run_1/clock_wires.png
Scale bar: 50 microns.
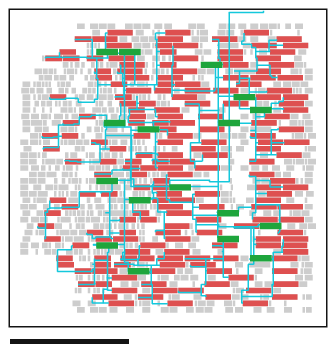
run_1/m3.png
Scale bar: 50 microns.
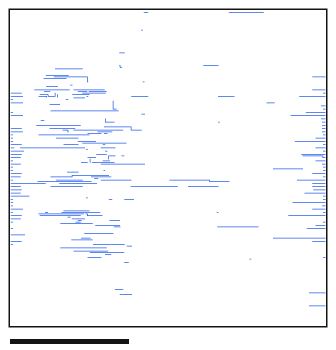
run_1/placed.png
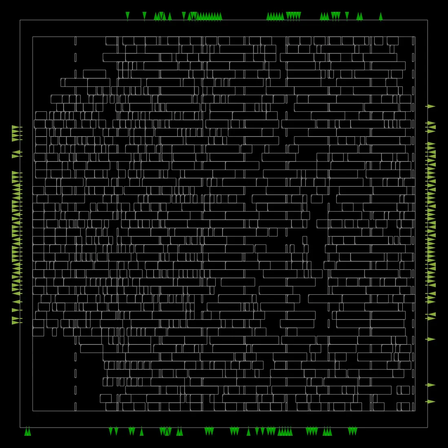
## src/rtl/fetch_unit.sv

```systemverilog
// Instruction fetch front end: issues one word-aligned memory request at a time
// and buffers responses in a small FIFO that feeds the decoder.
module fetch_unit #(
  parameter logic [31:0] RESET_PC    = 32'h0000_0000,
  parameter int          QUEUE_DEPTH = 2
) (
  input  logic        clk_i,
  input  logic        rst_i,
  output logic        imem_req_o,
  output logic [31:0] imem_addr_o,
  input  logic        imem_gnt_i,
  input  logic        imem_rvalid_i,
  input  logic [31:0] imem_rdata_i,
  input  logic        redirect_i,
  input  logic [31:0] redirect_pc_i,
  output logic        inst_valid_o,
  output logic [31:0] inst_o,
  output logic [31:0] inst_pc_o,
  input  logic        inst_ready_i
);

  localparam int PW = $clog2(QUEUE_DEPTH);
  localparam int CW = PW + 1;
  localparam logic [CW-1:0] DEPTH = CW'(QUEUE_DEPTH);

  typedef enum logic [1:0] {IDLE, REQ, RESP, DRAIN} state_t;

  state_t        state, state_next;
  logic [31:0]   pc, req_pc;
  logic [31:0]   q_inst [QUEUE_DEPTH];
  logic [31:0]   q_pc   [QUEUE_DEPTH];
  logic [PW-1:0] rd_ptr, wr_ptr;
  logic [CW-1:0] count, count_pushed;
  logic          push, pop, take_gnt;

  assign inst_valid_o = (count != '0);
  assign inst_o       = inst_valid_o ? q_inst[rd_ptr] : 32'h0;
  assign inst_pc_o    = inst_valid_o ? q_pc[rd_ptr]   : 32'h0;
  assign imem_req_o   = (state == REQ);
  assign imem_addr_o  = pc;
  assign pop          = inst_valid_o & inst_ready_i;

  always_comb begin
    state_next   = state;
    push         = 1'b0;
    take_gnt     = 1'b0;
    count_pushed = count + CW'(1) - CW'(pop);
    case (state)
      IDLE:  if (count < DEPTH) state_next = REQ;
      REQ:   if (imem_gnt_i) begin
               take_gnt   = 1'b1;
               state_next = RESP;
             end
      RESP:  if (imem_rvalid_i) begin
               push       = 1'b1;
               state_next = (count_pushed < DEPTH) ? REQ : IDLE;
             end
      DRAIN: if (imem_rvalid_i) state_next = REQ;
      default: state_next = IDLE;
    endcase
    // A redirect flushes everything; an accepted-but-unanswered request must still be drained.
    if (redirect_i) begin
      push = 1'b0;
      case (state)
        REQ:     state_next = imem_gnt_i    ? DRAIN : REQ;
        RESP:    state_next = imem_rvalid_i ? REQ   : DRAIN;
        default: state_next = REQ;
      endcase
    end
  end

  always_ff @(posedge clk_i) begin
    if (rst_i) begin
      state  <= IDLE;
      pc     <= RESET_PC;
      req_pc <= 32'h0;
      count  <= '0;
      rd_ptr <= '0;
      wr_ptr <= '0;
    end else begin
      state <= state_next;
      if (take_gnt) req_pc <= pc;
      if (redirect_i) begin
        pc     <= {redirect_pc_i[31:2], 2'b00};
        count  <= '0;
        rd_ptr <= '0;
        wr_ptr <= '0;
      end else begin
        if (take_gnt) pc <= pc + 32'd4;
        if (push) wr_ptr <= wr_ptr + PW'(1);
        if (pop)  rd_ptr <= rd_ptr + PW'(1);
        count <= count + CW'(push) - CW'(pop);
      end
    end
  end

  // Storage needs no reset: entries are only visible while count says they are live.
  always_ff @(posedge clk_i) begin
    if (push && !redirect_i && !rst_i) begin
      q_inst[wr_ptr] <= imem_rdata_i;
      q_pc[wr_ptr]   <= req_pc;
    end
  end

endmodule

```

## config.mk

```make
export PLATFORM = sky130hd
export DESIGN_NAME = fetch_unit
export DESIGN_NICKNAME = d
export VERILOG_FILES = /design/src/rtl/fetch_unit.sv
export SDC_FILE = /design/constraint.sdc
export NUM_CORES = 1
export LEC_CHECK = 0
export CAP_MARGIN = 20
export CORE_MARGIN = 4
export CORE_UTILIZATION = 51
export CTS_BUF_LIST = sky130_fd_sc_hd__clkbuf_16
export CTS_CLUSTER_DIAMETER = 40
export DETAILED_ROUTE_END_ITERATION = 12
export GPL_TIMING_DRIVEN = 0
export PLACE_DENSITY = 0.84
export SYNTH_ARGS = -nofsm -noshare
export SYNTH_HDL_FRONTEND = slang
export SYNTH_SLANG_ARGS = --single-unit
export TNS_END_PERCENT = 30
```

## constraint.sdc

```tcl
create_clock -name clk_i -period 13.5 [get_ports clk_i]
set_input_delay 4.05 -clock clk_i [delete_from_list [all_inputs] [get_ports clk_i]]
set_output_delay 4.05 -clock clk_i [all_outputs]
set_load 0.01 [all_outputs]
```

==> deck_impl_summary.md, run 1 <==
Flow Results at a Glance

GRT
  – Wire length of the first global-routing pass: 31.3 mm
  – GRT Residual Overflow: 0
  – Antenna violations before repair: 0
  – Total global-route track usage: between 20% and 30%
  – GR met2 Demand/Resource: a little over a third

Pwr
  – Switching component of the power: 0.000272 W
  – Sequential-cell power consumption: about 0.00065 W
  – Part of the power in registers: 51.1%
  – Power per Cell Area: approximately 120 mW/mm^2
  – Combinational share of power: under 10%
  – Clock Power Share: a little over two fifths
  – Leakage: ~3.5 nW
  – Reported clock group power: roughly 0.00053 W

Floorplan
  – Die Wd: about 130 microns
  – Number of cell rows: between 40 and 50
  – Height of the die: roughly 130 microns

Synth
  – Dominant kind of combinational cell: simple AND/OR/NAND/NOR gates
  – Gate count after technology mapping: just under 700
  – Average instance area after synthesis: 11.8 sq um
  – Count of flip-flops with a built-in enable after synthesis: between 100 and 150
  – Top cells by count, synth: sky130_fd_sc_hd__edfxtp_1 (124), sky130_fd_sc_hd__nor2_1 (90), sky130_fd_sc_hd__nand2_1 (84), sky130_fd_sc_hd__dfxtp_1 (67), sky130_fd_sc_hd__mux2i_1 (63)
  – Cell type with the largest total area after synthesis: sky130_fd_sc_hd__edfxtp_1
  – Yosys warning tally: 0
  – Post-synthesis instance area: 0.00801 sq mm
  – Total cell area reported by yosys after synthesis: 0.00801 sq mm
  – Share of the synthesized area in the top cell type: ~46%

Worst setup path
  – Stage delay of the slowest cell on the critical path: approximately 0.62 ns
  – R2r worst-path depth: 7
  – Top cell by count, worst path: sky130_fd_sc_hd__clkbuf_1
  – Category of the worst setup path launch point: flip-flop
  – Critical path depth in cells: 5
  – Critical Path RT: approximately 9.5 ns
  – Arrival time reported for the critical path endpoint: ~2.7 ns
  – Critical path capture point type: primary output

Finish
  – Non-clock inverter total of the final layout: 13
  – Layout cell share with drive strength beyond 1: under 10%
  – Layout overhead on the synthesized area: 33.4%
  – Most numerous logic cell after layout: sky130_fd_sc_hd__clkdlybuf4s50_1
  – Combinational gates: ~440
  – Layout buffer count excluding clock buffers: between 200 and 250
  – Cell group occupying the most layout area: registers
  – Area of the multi-input gates: 0.00268 sq mm

Routing
  – Iteration tally of the first detailed-router pass: 5
  – Residual antenna-violating net count after detailed routing: 0
  – Highest Signal Layer: met4
  – Routed length on met2: 9.52 mm
  – Metal1 wirelength: ~8.1 mm
  – WL per Instance: 17.6 microns

Run status
  – Run status: finished, final reports clean

Clock tree
  – TritonCTS clock tree: yes
  – Clock-pin slew of the registers on the worst-case setup and hold paths: ~0.07 ns
  – Post CTS Setup Buffer Count: 0
  – Number of clock buffers inserted by TritonCTS: 17
  – Largest buffer count on any clock path: 2
  – Worst skew pair latency: approximately 0.43 ns

Placement
  – Placed insts: between 1000 and 1500
  – HPWL after detailed placement: 14.0 mm
  – Final estimated routing congestion in global placement: between 0.8 and 0.9
  – Area after detailed placement: 0.0100 sq mm

Job
  – OpenROAD warnings: 32

STA
  – Final Hold Violation Tally: 0
  – Normalized max-slew margin: between 20% and 30%
  – Final setup fails: 0
  – Worst path setup slack after routing: slightly below 7 ns
  – Max-slew violation total from the final report: 0

Min path
  – Worst min path class: reg -> reg
  – Hold path startpoint: req_pc[27]
-- clock_wires.png (at the start) --
[red] flip-flops | count: 191
[cyan] clock wires | length: 1900 microns
[green] clock-net drivers | count: 17
flops lie: widely spread

-- m3.png (at the start) --
nets with wire on the layer: 152
share of all routed wire: 6.3%
main direction: horizontal
wire length on this layer: 1230 microns
Final Routed Wirelength: 19.4 mm
via total after detailed routing: 6077
global-route met3 utilization: 3.97%

-- placed.png (at the start) --
sequential portion of the cell area: 47.4%
fillcell total: 1147
final standard cell count with taps included and fillers excluded: 1103
final core occ: 69.8%
core area: 0.0153 sq mm

run_1/closeup.png
Window x 47 to 87, y 20 to 60 microns. Cells in gray, sequential cells in the stronger gray; small squares are vias.
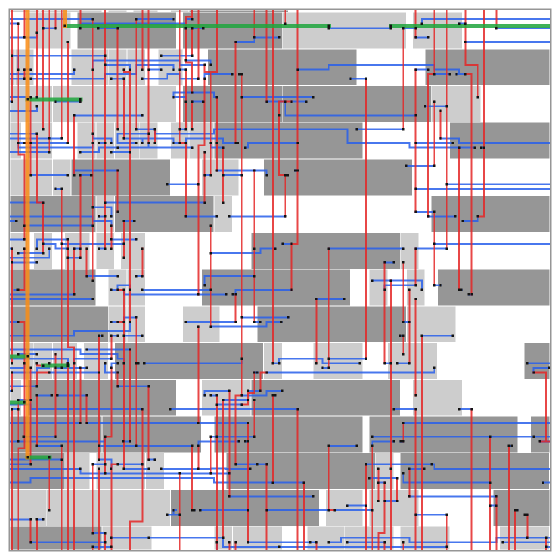

==> run 2: changes to the inputs <==
==> constraint.sdc (replaced) <==
create_clock -name clk_i -period 6.6 [get_ports clk_i]
set_input_delay 1.98 -clock clk_i [delete_from_list [all_inputs] [get_ports clk_i]]
set_output_delay 1.98 -clock clk_i [all_outputs]
set_load 0.01 [all_outputs]
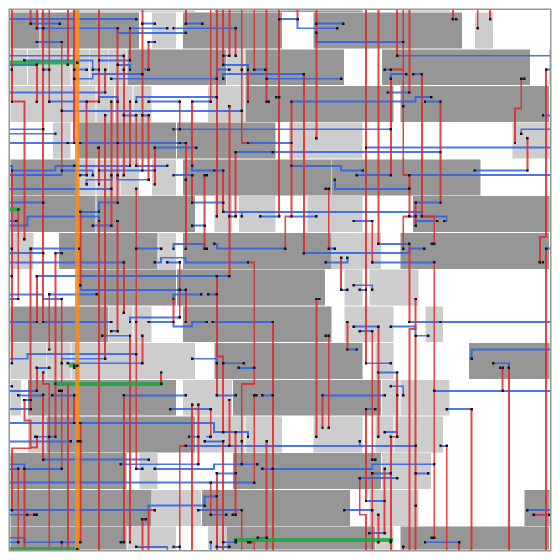
run_2/closeup.png
Window x 47 to 87, y 20 to 60 microns. Cells in gray, sequential cells in the stronger gray; small squares are vias.
| color | layer |
|---|---|
| blue | M1 |
| red | M2 |
| orange | M4 |
| green | M3 |
netlist names of flops here include: q_pc (22), req_pc (8), imem_addr_o (2)
most frequent: edfxtp_1 (24), dfxtp_1 (11), nand2_1 (10)
cells with their middle in the window: 87
sequential cells in the window: 35

==> run 2 against run 1 <==
Clock skew up 0.0014 ns. Sequential power up 100%. Clock power up about 80%. Core utilization down 0.50 points. Via count down 1.7%. Register-to-register slack worse by 6.8 ns. Synthesized area unchanged. Critical endpoint is now inst_pc_o[30].
==> deck_impl_summary.md, run 2 <==
Flow Results at a Glance

Worst setup path
  – Kind of critical path: reg -> out
  – Critical Path RT: 4.62 ns (-4.83 ns)
  – Total buffers and inverters traversed by the critical path: 2
  – Arrival time reported for the critical path endpoint: 2.63 ns (-0.05 ns)
  – R2r endpoint: count[1]
  – Crit-path cells: nor2_1, clkbuf_1, nor2_1, clkdlybuf4s50_1
  – Critical path depth in cells: 4 (-1)
  – Stage delay of the slowest cell on the critical path: 0.76 ns (+0.14 ns)
  – Cell family with most CP delay: buffers and inverters
  – Critical path capture point type: primary output
  – R2r worst-path depth: 9 (+2)
  – Top cell by count, worst path: sky130_fd_sc_hd__nor2_1
  – Standard cell with the maximum stage delay on the critical path: sky130_fd_sc_hd__nor2_1
  – Reg-to-reg slack, setup: ~4.0 ns
  – Category of the worst setup path launch point: flip-flop

Pwr
  – Leakage: 3.47 nW (-1.7%)
  – Reported clock group power: 0.000954 W (+80%)
  – Switching component of the power: 0.000565 W (+110%)
  – Part of the power in registers: 53.7% (+2.6 points)
  – Combinational group power: 0.000185 W
  – Power per Cell Area: 232 mW/mm^2 (+96%)
  – Internal power component: approximately 0.0019 W
  – Combinational share of power: 7.5% (+0.4 points)
  – Switch share: 22.9%
  – Sequential-cell power consumption: 0.00132 W (+100%)
  – Clock Power Share: 38.8% (-3.0 points)

Synth
  – Top cells by count, synth: sky130_fd_sc_hd__edfxtp_1 (124), sky130_fd_sc_hd__nor2_1 (90), sky130_fd_sc_hd__nand2_1 (84), sky130_fd_sc_hd__dfxtp_1 (67), sky130_fd_sc_hd__mux2i_1 (63)
  – Share of the synthesized area in the top cell type: 46.5% (unchanged)
  – Cell type with the largest total area after synthesis: sky130_fd_sc_hd__edfxtp_1
  – Share of synthesized registers carrying an async set or reset: 0%
  – Gate count after technology mapping: 679 (unchanged)
  – Count of flip-flops with a built-in enable after synthesis: 124 (unchanged)
  – Top cells by area: sky130_fd_sc_hd__edfxtp_1 (46%), sky130_fd_sc_hd__dfxtp_1 (17%), sky130_fd_sc_hd__mux2i_1 (7.9%), sky130_fd_sc_hd__nor2_1 (4.2%), sky130_fd_sc_hd__nand2_1 (3.9%)
  – Seq share, synth: 63.2%
  – Count of distinct cell types in the synthesized netlist: 53
  – Yosys warning tally: 0 (unchanged)
  – Total cell area reported by yosys after synthesis: 0.00801 sq mm (unchanged)
  – Adder-cell share of the synthesized area: about 1.2%
  – XOR/XNOR Area Share: about 1.7%
  – Dominant kind of combinational cell: simple AND/OR/NAND/NOR gates
  – Average instance area after synthesis: 11.8 sq um (unchanged)
  – Post-synthesis instance area: 0.00801 sq mm (unchanged)

STA
  – Maximum achievable frequency: approximately 220 MHz
  – RSZ-0062 raised after global routing: false
  – Post-route minimum period: roughly 4.6 ns
  – Worst path setup slack after routing: 1.99 ns (-4.78 ns)
  – Max-slew violation total from the final report: 0 (unchanged)
  – Transition at the pin with the smallest max-transition slack: around 0.97 ns
  – Normalized max-slew margin: 35.4% (+5.6 points)
  – Final setup skew: around 0.011 ns
  – Summed negative setup slack over all endpoints: 0 ns
  – Final Hold Violation Tally: 0 (unchanged)
  – Final setup fails: 0 (unchanged)
  – Hold Worst Slack: about 0.45 ns

Floorplan
  – Share of the core filled by cells before placement: between 50% and 60%
  – Number of cell rows: 45 (unchanged)
  – Die Outline Area: between 0.015 and 0.02 sq mm
  – Height of the die: 133 microns (unchanged)
  – Die Wd: 133 microns (unchanged)
  – Core area: 0.0153 sq mm (unchanged)

Clock tree
  – Clock-pin slew of the registers on the worst-case setup and hold paths: 0.07 ns (about the same)
  – H-tree Lvls: 4
  – TritonCTS clock tree: yes
  – Clock root buffer master: sky130_fd_sc_hd__clkbuf_16
  – Largest buffer count on any clock path: 2 (unchanged)
  – Gates resized, CTS repair: 0
  – CTS Sinks: ~190
  – Number of clock buffers inserted by TritonCTS: 17 (unchanged)
  – Worst skew pair latency: 0.43 ns (about the same)
  – Post CTS Setup Buffer Count: 0 (unchanged)

Routing
  – WL per Instance: 17.2 microns (-1.9%)
  – Routed length on met2: 9.39 mm (-1.3%)
  – Metal1 wirelength: 7.84 mm (-3.2%)
  – Residual antenna-violating net count after detailed routing: 0 (unchanged)
  – 1st-iter DRT viols: just over 400
  – Highest Signal Layer: met4
  – Per-cell via count in the routed design: 5.44
  – Final Routed Wirelength: 19.0 mm (-2.3%)
  – Via total after detailed routing: 5976 (-1.7%)
  – Iteration tally of the first detailed-router pass: 5 (unchanged)

Job
  – OpenROAD warnings: 33 (+3.1%)
  – Number of maximum-capacitance violations: 0

GRT
  – Global-route met3 utilization: 3.97% (unchanged)
  – Antenna violations before repair: 0 (unchanged)
  – GR met2 Demand/Resource: 35.7% (-0.76 points)
  – Wire length of the first global-routing pass: 30.1 mm (-3.8%)
  – GRT Residual Overflow: 0 (unchanged)
  – Total global-route track usage: 21.4% (-0.73 points)
  – Global routing's busiest layer: met2

Min path
  – Worst min path class: reg -> reg
  – Worst hold path endpoint: q_pc[1][20]
  – Hold path startpoint: req_pc[20]

Finish
  – Commonest non-fill, non-tap cells in the layout: sky130_fd_sc_hd__clkdlybuf4s50_1 (161), sky130_fd_sc_hd__edfxtp_1 (124), sky130_fd_sc_hd__nor2_1 (90)
  – Sequential Area: 0.00506 sq mm
  – Count of clock buffers in the final design: 18
  – Sequential portion of the cell area: 47.8% (+0.34 points)
  – Layout cell share with drive strength beyond 1: 7.09% (-0.64 points)
  – Largest registers: q_inst (64), q_pc (60)
  – Clock buffers and inverters, area share: 5.26%
  – Combinational gates: 435 (unchanged)
  – Non-Filler Cell Area, Final: 0.0106 sq mm
  – Area of the multi-input gates: 0.00269 sq mm (+0.33%)
  – Fillcell total: 1107 (-3.5%)
  – Most numerous logic cell after layout: sky130_fd_sc_hd__clkdlybuf4s50_1
  – Final core occ: 69.3% (-0.50 points)
  – Layout overhead on the synthesized area: 32.4%
  – Layout buffer count excluding clock buffers: 217 (-1.8%)
  – Cell group occupying the most layout area: registers
  – Non-clock inverter total of the final layout: 13 (unchanged)
  – Final-stage net count: 953

Placement
  – Area after detailed placement: 0.0100 sq mm (+0.12%)
  – Total of buffers placed on input and output ports: approximately 160
  – Placed insts: 1067 (-0.37%)
  – Final estimated routing congestion in global placement: 0.861 (-0.46%)
  – HPWL after detailed placement: 13.5 mm (-3.8%)

Run status
  – Run status: finished, final reports clean
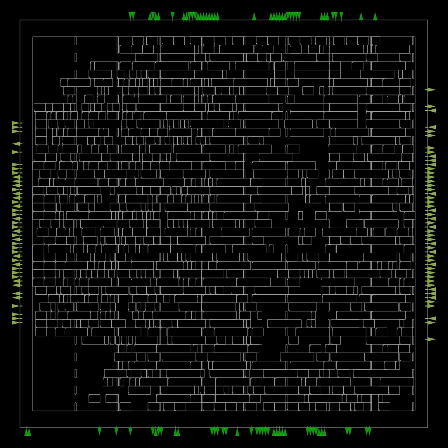
run_2/placed.png
Tapcells: 211
count of flip-flops and latches: 191
final standard cell count with taps included and fillers excluded: 1099

Power is estimated from default activity; no workload was simulated.
